**config.mk**
```make
export PLATFORM = sky130hd
export DESIGN_NAME = multicycle_control_fsm_flat
export DESIGN_NICKNAME = d
export VERILOG_FILES = /design/src/rtl/multicycle_control_fsm_if.sv /design/src/rtl/multicycle_control_fsm.sv /design/src/flat_wrapper.sv
export SDC_FILE = /design/constraint.sdc
export NUM_CORES = 1
export LEC_CHECK = 0
export CAP_MARGIN = 30
export CORE_ASPECT_RATIO = 1.75
export CORE_MARGIN = 3
export CORE_UTILIZATION = 25
export CTS_BUF_LIST = sky130_fd_sc_hd__clkbuf_16
export DETAILED_ROUTE_END_ITERATION = 7
export HOLD_SLACK_MARGIN = 0.08
export PLACE_DENSITY = 0.41
export SETUP_SLACK_MARGIN = 0.4
export SYNTH_ARGS = -nofsm -noshare
export SYNTH_HDL_FRONTEND = slang
export SYNTH_SLANG_ARGS = --single-unit
```
**constraint.sdc**
```tcl
create_clock -name Clock -period 2.5 [get_ports Clock]
set_input_delay 0.25 -clock Clock [delete_from_list [all_inputs] [get_ports Clock]]
set_output_delay 0.25 -clock Clock [all_outputs]
set_load 0.05 [all_outputs]
```
**src/rtl/multicycle_control_fsm_if.sv**
```systemverilog
`default_nettype none
// ============================================================================
// Module  : multicycle_control_fsm_if
// Brief   : Control bundle between the multi-cycle control FSM and the
//           16-bit datapath. It carries the opcode and memory handshake in,
//           and the control strobes and status out.
// Revision: 1.0 - initial release
// ============================================================================
interface multicycle_control_fsm_if #(
  parameter int COUNT_W = 16
);
  logic [3:0]         opcode;
  logic               MemReady;
  logic               PCWrite;
  logic               IRWrite;
  logic               RegDst;
  logic               Branch;
  logic               MemRead;
  logic               MemWrite;
  logic               RegWrite;
  logic               MemToReg;
  logic               ALUSrc;
  logic               Shift;
  logic [1:0]         ALUOp;
  logic               Halted;
  logic               IllegalOp;
  logic               BusError;
  logic [COUNT_W-1:0] RetiredCount;

  // Control unit side: it consumes the opcode and handshake and drives the strobes.
  modport master (
    input  opcode, MemReady,
    output PCWrite, IRWrite, RegDst, Branch, MemRead, MemWrite, RegWrite,
           MemToReg, ALUSrc, Shift, ALUOp, Halted, IllegalOp, BusError,
           RetiredCount
  );

  // Datapath / memory side.
  modport slave (
    output opcode, MemReady,
    input  PCWrite, IRWrite, RegDst, Branch, MemRead, MemWrite, RegWrite,
           MemToReg, ALUSrc, Shift, ALUOp, Halted, IllegalOp, BusError,
           RetiredCount
  );
endinterface
`default_nettype wire

```
**src/rtl/multicycle_control_fsm.sv**
```systemverilog
`default_nettype none
// ============================================================================
// Module  : multicycle_control_fsm
// Brief   : Multi-cycle control unit for the 16-bit CPU. It sequences
//           FETCH/DECODE/EXECUTE/MEM/WRITEBACK, waits on a variable-latency
//           data memory, and reports retired count, halt and fault status.
// Revision: 1.0 - initial release
// ============================================================================
module multicycle_control_fsm #(
  parameter int COUNT_W     = 16,
  parameter int MEM_TIMEOUT = 15
) (
  input  wire logic                Clock,
  input  wire logic                Reset,
  multicycle_control_fsm_if.master bus
);

  localparam int                WAIT_W     = (MEM_TIMEOUT < 2) ? 1 : $clog2(MEM_TIMEOUT + 1);
  localparam logic [WAIT_W-1:0] WAIT_LIMIT = WAIT_W'(MEM_TIMEOUT);

  localparam logic [3:0] OP_R    = 4'h0;
  localparam logic [3:0] OP_SHFT = 4'h1;
  localparam logic [3:0] OP_ADDI = 4'h2;
  localparam logic [3:0] OP_ANDI = 4'h3;
  localparam logic [3:0] OP_ORI  = 4'h4;
  localparam logic [3:0] OP_LW   = 4'h5;
  localparam logic [3:0] OP_SW   = 4'h6;
  localparam logic [3:0] OP_BEQ  = 4'h7;
  localparam logic [3:0] OP_HALT = 4'hF;

  typedef enum logic [2:0] {
    S_FETCH     = 3'd0,
    S_DECODE    = 3'd1,
    S_EXECUTE   = 3'd2,
    S_MEM       = 3'd3,
    S_WRITEBACK = 3'd4,
    S_HALT      = 3'd5
  } state_t;

  state_t              state, state_nx;
  logic [3:0]          op_q, op_nx;
  logic [WAIT_W-1:0]   wait_cnt, wait_nx;
  logic                illegal_q, illegal_nx;
  logic                bus_err_q, bus_err_nx;
  logic [COUNT_W-1:0]  retired_q;

  // Decoded ALU-side controls of the latched instruction
  logic       dec_reg_dst, dec_shift, dec_alu_src;
  logic [1:0] dec_alu_op;
  logic       is_lw, is_sw, is_beq;

  // Raw Moore controls before the reset gate
  logic       pc_write, ir_write, reg_dst, branch, mem_read, mem_write;
  logic       reg_write, mem_to_reg, alu_src, shift;
  logic [1:0] alu_op;

  // Decode the latched opcode into ALU/datapath steering
  always_comb begin
    dec_reg_dst = 1'b0;
    dec_shift   = 1'b0;
    dec_alu_src = 1'b0;
    dec_alu_op  = 2'b00;
    case (op_q)
      OP_R:    begin dec_reg_dst = 1'b1; dec_alu_op = 2'b10; end
      OP_SHFT: begin dec_reg_dst = 1'b1; dec_shift = 1'b1; dec_alu_op = 2'b10; end
      OP_ADDI,
      OP_ANDI,
      OP_ORI:  begin dec_alu_src = 1'b1; dec_alu_op = 2'b11; end
      OP_LW,
      OP_SW:   begin dec_alu_src = 1'b1; dec_alu_op = 2'b00; end
      OP_BEQ:  dec_alu_op = 2'b01;
      default: ;
    endcase
  end

  assign is_lw  = (op_q == OP_LW);
  assign is_sw  = (op_q == OP_SW);
  assign is_beq = (op_q == OP_BEQ);

  // Next-state, next-register values and Moore control outputs
  always_comb begin
    state_nx   = state;
    op_nx      = op_q;
    wait_nx    = wait_cnt;
    illegal_nx = illegal_q;
    bus_err_nx = bus_err_q;
    pc_write   = 1'b0;
    ir_write   = 1'b0;
    reg_dst    = 1'b0;
    branch     = 1'b0;
    mem_read   = 1'b0;
    mem_write  = 1'b0;
    reg_write  = 1'b0;
    mem_to_reg = 1'b0;
    alu_src    = 1'b0;
    shift      = 1'b0;
    alu_op     = 2'b00;

    case (state)
      S_FETCH: begin
        ir_write = 1'b1;
        state_nx = S_DECODE;
      end

      S_DECODE: begin
        op_nx = bus.opcode;
        if (bus.opcode == OP_HALT) begin
          state_nx = S_HALT;
        end else if (bus.opcode[3]) begin
          illegal_nx = 1'b1;
          state_nx   = S_HALT;
        end else begin
          state_nx = S_EXECUTE;
        end
      end

      S_EXECUTE: begin
        reg_dst = dec_reg_dst;
        shift   = dec_shift;
        alu_src = dec_alu_src;
        alu_op  = dec_alu_op;
        if (is_beq) begin
          branch   = 1'b1;
          pc_write = 1'b1;
          state_nx = S_FETCH;
        end else if (is_lw || is_sw) begin
          wait_nx  = '0;
          state_nx = S_MEM;
        end else begin
          state_nx = S_WRITEBACK;
        end
      end

      S_MEM: begin
        reg_dst   = dec_reg_dst;
        shift     = dec_shift;
        alu_src   = dec_alu_src;
        alu_op    = dec_alu_op;
        mem_read  = is_lw;
        mem_write = is_sw;
        // A completion in the timeout cycle wins over the fault.
        if (bus.MemReady) begin
          if (is_sw) begin
            pc_write = 1'b1;
            state_nx = S_FETCH;
          end else begin
            state_nx = S_WRITEBACK;
          end
        end else if (wait_cnt == WAIT_LIMIT) begin
          bus_err_nx = 1'b1;
          state_nx   = S_HALT;
        end else begin
          wait_nx = wait_cnt + WAIT_W'(1);
        end
      end

      S_WRITEBACK: begin
        reg_dst    = dec_reg_dst;
        shift      = dec_shift;
        alu_src    = dec_alu_src;
        alu_op     = dec_alu_op;
        mem_to_reg = is_lw;
        reg_write  = 1'b1;
        pc_write   = 1'b1;
        state_nx   = S_FETCH;
      end

      S_HALT: state_nx = S_HALT;

      default: state_nx = S_FETCH;
    endcase
  end

  // State and per-instruction registers
  always_ff @(posedge Clock or posedge Reset) begin
    if (Reset) begin
      state     <= S_FETCH;
      op_q      <= 4'h0;
      wait_cnt  <= '0;
      illegal_q <= 1'b0;
      bus_err_q <= 1'b0;
    end else begin
      state     <= state_nx;
      op_q      <= op_nx;
      wait_cnt  <= wait_nx;
      illegal_q <= illegal_nx;
      bus_err_q <= bus_err_nx;
    end
  end

  // Retired-instruction counter: an instruction retires when the PC is written
  always_ff @(posedge Clock or posedge Reset) begin
    if (Reset) begin
      retired_q <= '0;
    end else if (pc_write) begin
      retired_q <= retired_q + COUNT_W'(1);
    end
  end

  // Strobes are forced low while reset is held so an in-flight access drops at once.
  assign bus.PCWrite      = pc_write   & ~Reset;
  assign bus.IRWrite      = ir_write   & ~Reset;
  assign bus.RegDst       = reg_dst    & ~Reset;
  assign bus.Branch       = branch     & ~Reset;
  assign bus.MemRead      = mem_read   & ~Reset;
  assign bus.MemWrite     = mem_write  & ~Reset;
  assign bus.RegWrite     = reg_write  & ~Reset;
  assign bus.MemToReg     = mem_to_reg & ~Reset;
  assign bus.ALUSrc       = alu_src    & ~Reset;
  assign bus.Shift        = shift      & ~Reset;
  assign bus.ALUOp        = alu_op     & {2{~Reset}};
  assign bus.Halted       = (state == S_HALT);
  assign bus.IllegalOp    = illegal_q;
  assign bus.BusError     = bus_err_q;
  assign bus.RetiredCount = retired_q;

endmodule
`default_nettype wire

```
**src/flat_wrapper.sv**
```systemverilog
// flat-port wrapper written by rule: the top's interface ports become plain ports
module multicycle_control_fsm_flat 
#(
  parameter int COUNT_W     = 16,
  parameter int MEM_TIMEOUT = 15
)
  (Clock, Reset, bus_opcode, bus_MemReady, bus_PCWrite, bus_IRWrite, bus_RegDst, bus_Branch, bus_MemRead, bus_MemWrite, bus_RegWrite, bus_MemToReg, bus_ALUSrc, bus_Shift, bus_ALUOp, bus_Halted, bus_IllegalOp, bus_BusError, bus_RetiredCount);
  multicycle_control_fsm_if #(.COUNT_W(COUNT_W)) bus_i ();
  input  wire logic Clock;
  input  wire logic Reset;
  input wire logic [$bits(bus_i.opcode)-1:0] bus_opcode;
  input wire logic [$bits(bus_i.MemReady)-1:0] bus_MemReady;
  output wire logic [$bits(bus_i.PCWrite)-1:0] bus_PCWrite;
  output wire logic [$bits(bus_i.IRWrite)-1:0] bus_IRWrite;
  output wire logic [$bits(bus_i.RegDst)-1:0] bus_RegDst;
  output wire logic [$bits(bus_i.Branch)-1:0] bus_Branch;
  output wire logic [$bits(bus_i.MemRead)-1:0] bus_MemRead;
  output wire logic [$bits(bus_i.MemWrite)-1:0] bus_MemWrite;
  output wire logic [$bits(bus_i.RegWrite)-1:0] bus_RegWrite;
  output wire logic [$bits(bus_i.MemToReg)-1:0] bus_MemToReg;
  output wire logic [$bits(bus_i.ALUSrc)-1:0] bus_ALUSrc;
  output wire logic [$bits(bus_i.Shift)-1:0] bus_Shift;
  output wire logic [$bits(bus_i.ALUOp)-1:0] bus_ALUOp;
  output wire logic [$bits(bus_i.Halted)-1:0] bus_Halted;
  output wire logic [$bits(bus_i.IllegalOp)-1:0] bus_IllegalOp;
  output wire logic [$bits(bus_i.BusError)-1:0] bus_BusError;
  output wire logic [$bits(bus_i.RetiredCount)-1:0] bus_RetiredCount;
  assign bus_i.opcode = bus_opcode;
  assign bus_i.MemReady = bus_MemReady;
  assign bus_PCWrite = bus_i.PCWrite;
  assign bus_IRWrite = bus_i.IRWrite;
  assign bus_RegDst = bus_i.RegDst;
  assign bus_Branch = bus_i.Branch;
  assign bus_MemRead = bus_i.MemRead;
  assign bus_MemWrite = bus_i.MemWrite;
  assign bus_RegWrite = bus_i.RegWrite;
  assign bus_MemToReg = bus_i.MemToReg;
  assign bus_ALUSrc = bus_i.ALUSrc;
  assign bus_Shift = bus_i.Shift;
  assign bus_ALUOp = bus_i.ALUOp;
  assign bus_Halted = bus_i.Halted;
  assign bus_IllegalOp = bus_i.IllegalOp;
  assign bus_BusError = bus_i.BusError;
  assign bus_RetiredCount = bus_i.RetiredCount;
  multicycle_control_fsm #(.COUNT_W(COUNT_W), .MEM_TIMEOUT(MEM_TIMEOUT)) u_core (.Clock(Clock), .Reset(Reset), .bus(bus_i));
endmodule
```
run_1/congestion_map.png
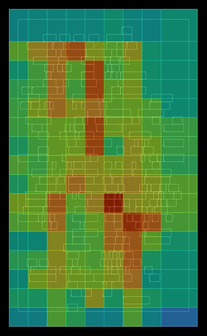
GR Util met2: 0.235
GR peak layer: met2
M1 GR Usage: 0.175
Routed wire per std cell: 16.5 um
Core Util, Final: 0.394

run_1/layers.png
Only two layers are drawn.
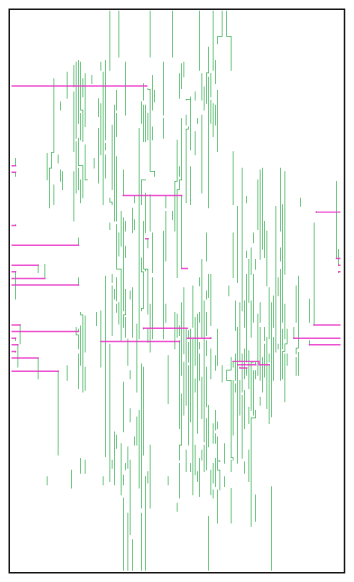
legend:
  green:
    layer: M2
    wire_length: 2710 um
  magenta:
    layer: M3
    wire_length: 185 um

run_1/port_trees.png
The bar under the picture is 20 um long.
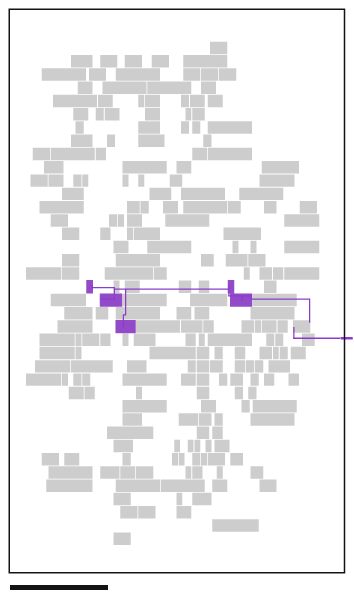
legend:
  purple:
    port: `Reset`
    bits: 1
    direction: input
    edge: right
    end_cells: 5
    buffers: 1
    wire: 78.5 um

==> notes.md, run 1 <==
impl run done, here's what came out: Synth Flop Type dfrtp_1, Synth Area in Adders 0.0147, Arr. time, crit path 1940 ps, critical-path maximum fanout 5, Initial DRC Count 84, XOR/XNOR Area Share 0.0977, metal2 WL 2710 um, final setup margin 311 ps, First-pass DRT Iterations 4, Req. time, crit path 2250 ps, Top Layout Cells dfrtp_1 (25), clkdlybuf4s50_1 (24), buf_4 (18), nand3_1 (16), xor2_1 (14), Post-synth seq share 0.426, yosys aoi share 0.156, H-tree level count 2, synthesized net count 181, routed wl met3 185 um, CTS Hold Buffers Added 0, number of cells in Yosys stat 172, clock-pin slew on the worst setup and hold paths 50 ps, core area 6590 um^2, cycle use final 0.875, commonest cells in the netlist dfrtp_1 (29), nand3_1 (16), nor2_1 (14), xor2_1 (14), nand2_1 (13), Remaining Overflow, GRT 0, total CTS buffers 5, Setup Fix Bufs, Post-CTS 1, Top Ports 38, CP Capture Type primary output, yosys warning tally 0, final WL 5030 um, Least-Margin Pin Slew 561 ps, status complete, no violations, CTS tree done, final hold vios 0, Vias 1517, main area contributors dfrtp_1 (43%), xor2_1 (7.2%), nand3_1 (4.7%), Chip Height 115 um, Final TNS setup 0 ps, Antenna Nets Post-Route 0, finished layout cell area 2600 um^2, layout cells sized above 1 0.300, uppermost layer routed met4, clk root buf clkbuf_16, Mux area share 0.0330, first-pass GRT wire length 8340 um, Resized Gates After CTS 8, Slew HR 0.623, Place WS 412 ps, MaxCap Viol Count 0, Max Freq 457 MHz, cell count after synthesis 172, Fill cells 665, peak supply drop 0.536 mV, die footprint 7880 um^2, Lkg Pwr 0.982 nW, post-synth cell types 41, Crit Path Class flop to primary output, Worst Clk Skew 4.52 ps, yosys simple share 0.231, Placed Area 2330 um^2, GR met3 Demand/Resource 0.0313, Log Warnings 29, Layout area overhead 52.5%, largest net degree at the start of global routing 18, Fin Hold WS 388 ps, Final Power 3.53 mW, drt drc 0, cell taking the most area after synthesis dfrtp_1, # diodes 0, IO buf count 37, mapped cell area 1700 um^2, clk buf depth 2, Init Core Util 0.259, crit start category flop, # clock sinks 29, gpl congestion 0.744, row count 39, Max Slew Vio Count 0, dominant kind of combinational cell simple AND/OR/NAND/NOR gates, count leader, synth dfrtp_1, gr usage total 0.140, pwr dens 1360 nW/um^2, Hold Crit Class input port to asynchronous set/reset pin, post-DP HPWL 3600 um, nets 232, number of enable flip-flop cells 0, placed insts 287, Non-Filler Instances 305, clk latency late pin 270 ps, post-synth top area share 0.426
-- run 1: report_power, final --
part	internal [mW]	leakage (nW)	switching (mW)
clock	0.355	0.0685	0.194
sequential	0.684	0.318	0.326
combinational	0.764	0.596	1.21
total	1.80	0.982	1.73
-- run 1: logic make-up after synthesis --
family	Yosys count
AND/OR/NAND/NOR	74
buffers and inverters	13
flip-flops	29
XOR/XNOR	19
adder cells (fa/ha/maj)	2
multiplexers	5
AND-OR/OR-AND	30
-- run 1: critical path: stages (launching register included) --
cell and delay (ps):
dfrtp_2 430, and2b_2 260, a21oi_2 50, or3_4 410, nor4b_4 340, buf_12 180
-- run 1: final timing paths --
check | start | cells past startpoint | endpoint | slack [ps]
max in group asynchronous | Reset | 3 | u_core.op_q[0] | 1670
min in group Clock | u_core.bus.BusError | 1 | u_core.bus.BusError | 460
hold / removal | Reset | 2 | u_core.bus.RetiredCount[13] | 390
setup reg to reg | u_core.state[2] | 6 | u_core.bus.RetiredCount[13] | 550
setup / recovery | u_core.state[2] | 5 | bus_Shift | 310
hold reg to reg | u_core.bus.BusError | 1 | u_core.bus.BusError | 460
-- run 1: registers in the layout, indices dropped and copies added (netlist names) --
| name | flops |
|---|---|
| u_core.bus.RetiredCount | 16 |
| u_core.state | 3 |
| u_core.op_q | 4 |
| u_core.bus.IllegalOp | 1 |
| u_core.wait_cnt | 4 |
| u_core.bus.BusError | 1 |
-- run 1: area by class of cell --
type	instances	area, um^2	share of cell area
Clock buffer	5	125	0.0481
Clock inverter	2	7.51	0.00289
Inverter	3	11.3	0.00433
Multi-Input combinational cell	130	1020	0.391
Sequential cell	29	731	0.281
Tap cell	82	103	0.0395
Timing Repair Buffer	54	604	0.233
## Run 2: what changed since run 1
--- a/config.mk
+++ b/config.mk
@@ -11,6 +11,7 @@
 export CORE_UTILIZATION = 25
 export CTS_BUF_LIST = sky130_fd_sc_hd__clkbuf_16
 export DETAILED_ROUTE_END_ITERATION = 7
+export GPL_ROUTABILITY_DRIVEN = 0
 export HOLD_SLACK_MARGIN = 0.08
 export PLACE_DENSITY = 0.41
 export SETUP_SLACK_MARGIN = 0.4
run_2/layers.png
Only two layers are drawn.
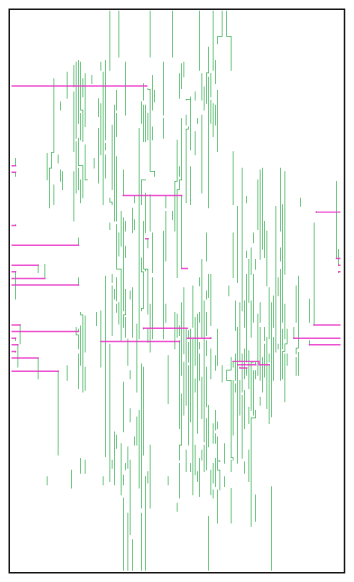
legend:
  green:
    layer: M2
    wire_length: 2710 um
  magenta:
    layer: M3
    wire_length: 185 um

==> run 2 against run 1 <==
Compared with the run above:
- synthesized area did not move
- sequential power about the same
- wire length is the same
- highest routed layer unchanged
- register-to-register slack is essentially flat
- sequential share of layout area stayed put
- clock power barely moved
- design area is the same
- critical path depth is the same
- worst hold slack stayed put
- non-clock buffer count is the same
- maximum frequency did not move
- die size is the same
==> notes.md, run 2 <==
impl run done, here's what came out: status complete, no violations, placed insts 287, Synth Flop Type dfrtp_1, Net Switching 1.73 mW, synthesized net count 181, drt drc 0, Crit path max-delay family simple AND/OR/NAND/NOR gates, post-synth cell types 41, Routed wire per std cell 16.5 um, XOR/XNOR Area Share 0.0977, Antenna Nets Post-Route 0, count leader, synth dfrtp_1, Place WS 412 ps, post-DP HPWL 3600 um, die footprint 7880 um^2, CTS tree done, M1 GR Usage 0.175, Placed Area 2330 um^2, slowest CP cell dfrtp_2, Max Slew Vio Count 0, critical-path maximum fanout 5, cycle use final 0.875, core area 6590 um^2, Net Sw Frac 0.490, Lkg Pwr 0.982 nW, Top Layout Cells dfrtp_1 (25), clkdlybuf4s50_1 (24), buf_4 (18), nand3_1 (16), xor2_1 (14), crit-path cells and2b_2 > a21oi_2 > or3_4 > nor4b_4 > buf_12, nets 232, crit start category flop, # clock sinks 29, dominant kind of combinational cell simple AND/OR/NAND/NOR gates, finished layout cell area 2600 um^2, IO buf count 37, number of flip-flops in the largest register 16, largest net degree at the start of global routing 18, final setup margin 311 ps, multi-input logic area 1020 um^2, Hold Crit Class input port to asynchronous set/reset pin, Arr. time, crit path 1940 ps, Gate power share 0.559, cell count after synthesis 172, commonest cells in the netlist dfrtp_1 (29), nand3_1 (16), nor2_1 (14), xor2_1 (14), nand2_1 (13), Req. time, crit path 2250 ps, clk buf depth 2, Remaining Overflow, GRT 0, Slew HR 0.623, main area contributors dfrtp_1 (43%), xor2_1 (7.2%), nand3_1 (4.7%), Top Ports 38, number of enable flip-flop cells 0, first-pass GRT wire length 8340 um, Initial DRC Count 84, Non-Filler Instances 305, yosys aoi share 0.156, yosys simple share 0.231, row count 39, yosys warning tally 0, Fill cells 665, # diodes 0, clk latency late pin 270 ps, clk root buf clkbuf_16, part of the power in registers 0.286, Crit Path Class flop to primary output, Synth Area in Adders 0.0147, Fin Hold WS 388 ps, CP Capture Type primary output, Layout area overhead 52.5%, Mux area share 0.0330, total CTS buffers 5, H-tree level count 2, Init Core Util 0.259, Final TNS setup 0 ps, Core Util, Final 0.394, Worst Clk Skew 4.52 ps, number of cells in Yosys stat 172, mapped cell area 1700 um^2, post-synth top area share 0.426, Final Power 3.53 mW, slowest cell delay on critical path 430 ps, clock-pin slew on the worst setup and hold paths 50 ps, First-pass DRT Iterations 4, final hold vios 0, cell taking the most area after synthesis dfrtp_1, Log Warnings 29, final WL 5030 um, clock network fraction of total power 0.155, initial antenna violation count 0, MaxCap Viol Count 0, Vias 1517, layout cells sized above 1 0.300, peak supply drop 0.536 mV
run_2/congestion_map.png
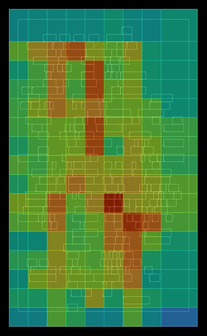
GR met3 Demand/Resource: 0.0313
gr usage total: 0.140

[run 2: cell counts after synthesis]
No cell type changed its count.
[run 2: layer usage]
metal / routed length (um) / up-vias
met1: 2090 / 749
met5: 0 / -
met4: 45 / 0
met2: 2710 / 36
met3: 185 / 5
li1: - / 727
[run 2: logic make-up after synthesis]
kind of cell    Yosys count
flops                    29
compound gates           30
fa+ha+maj                 2
mux                       5
simple gates             74
buf+inv                  13
xor+xnor                 19
[run 2: what timing repair did]
item	in CTS	in global routing
resized	8	7
endpoints found under the hold margin	0	0
hold buffers	0	0
pin swaps	1	4
endpoints found under the setup margin	7	10
buffers inserted	1	10
[run 2: path summary, 6_finish.rpt]
check                               startpoint                          end  slack (ps)  depth (start not counted)
min                                      Reset  u_core.bus.RetiredCount[13]         390                          2
max reg2reg                    u_core.state[2]  u_core.bus.RetiredCount[13]         550                          6
min in group Clock         u_core.bus.BusError          u_core.bus.BusError         460                          1
max                            u_core.state[2]                    bus_Shift         310                          5
max in group asynchronous                Reset               u_core.op_q[0]        1670                          3
min reg2reg                u_core.bus.BusError          u_core.bus.BusError         460                          1
[run 2: power groups by stage]
stage                     registers, mW  clock network, mW  logic (mW)
final                              1.01              0.549        1.97
after global routing               1.06              0.590        2.12
after CTS                          1.01              0.565        1.86
after detailed placement           1.00                  0        1.83
after global placement             1.00                  0        1.80
after floorplan                    1.24                  0       0.973
[run 2: final cells by class]
cell class / instances / area share
Multi-Input combinational cell: 130 / 0.391
Sequential cell: 29 / 0.281
Timing Repair Buffer: 54 / 0.233
Clock buffer: 5 / 0.0481
Inverter: 3 / 0.00433
Tap cell: 82 / 0.0395
Clock inverter: 2 / 0.00289
No activity file was given, so power comes from the tool's default toggle rates.
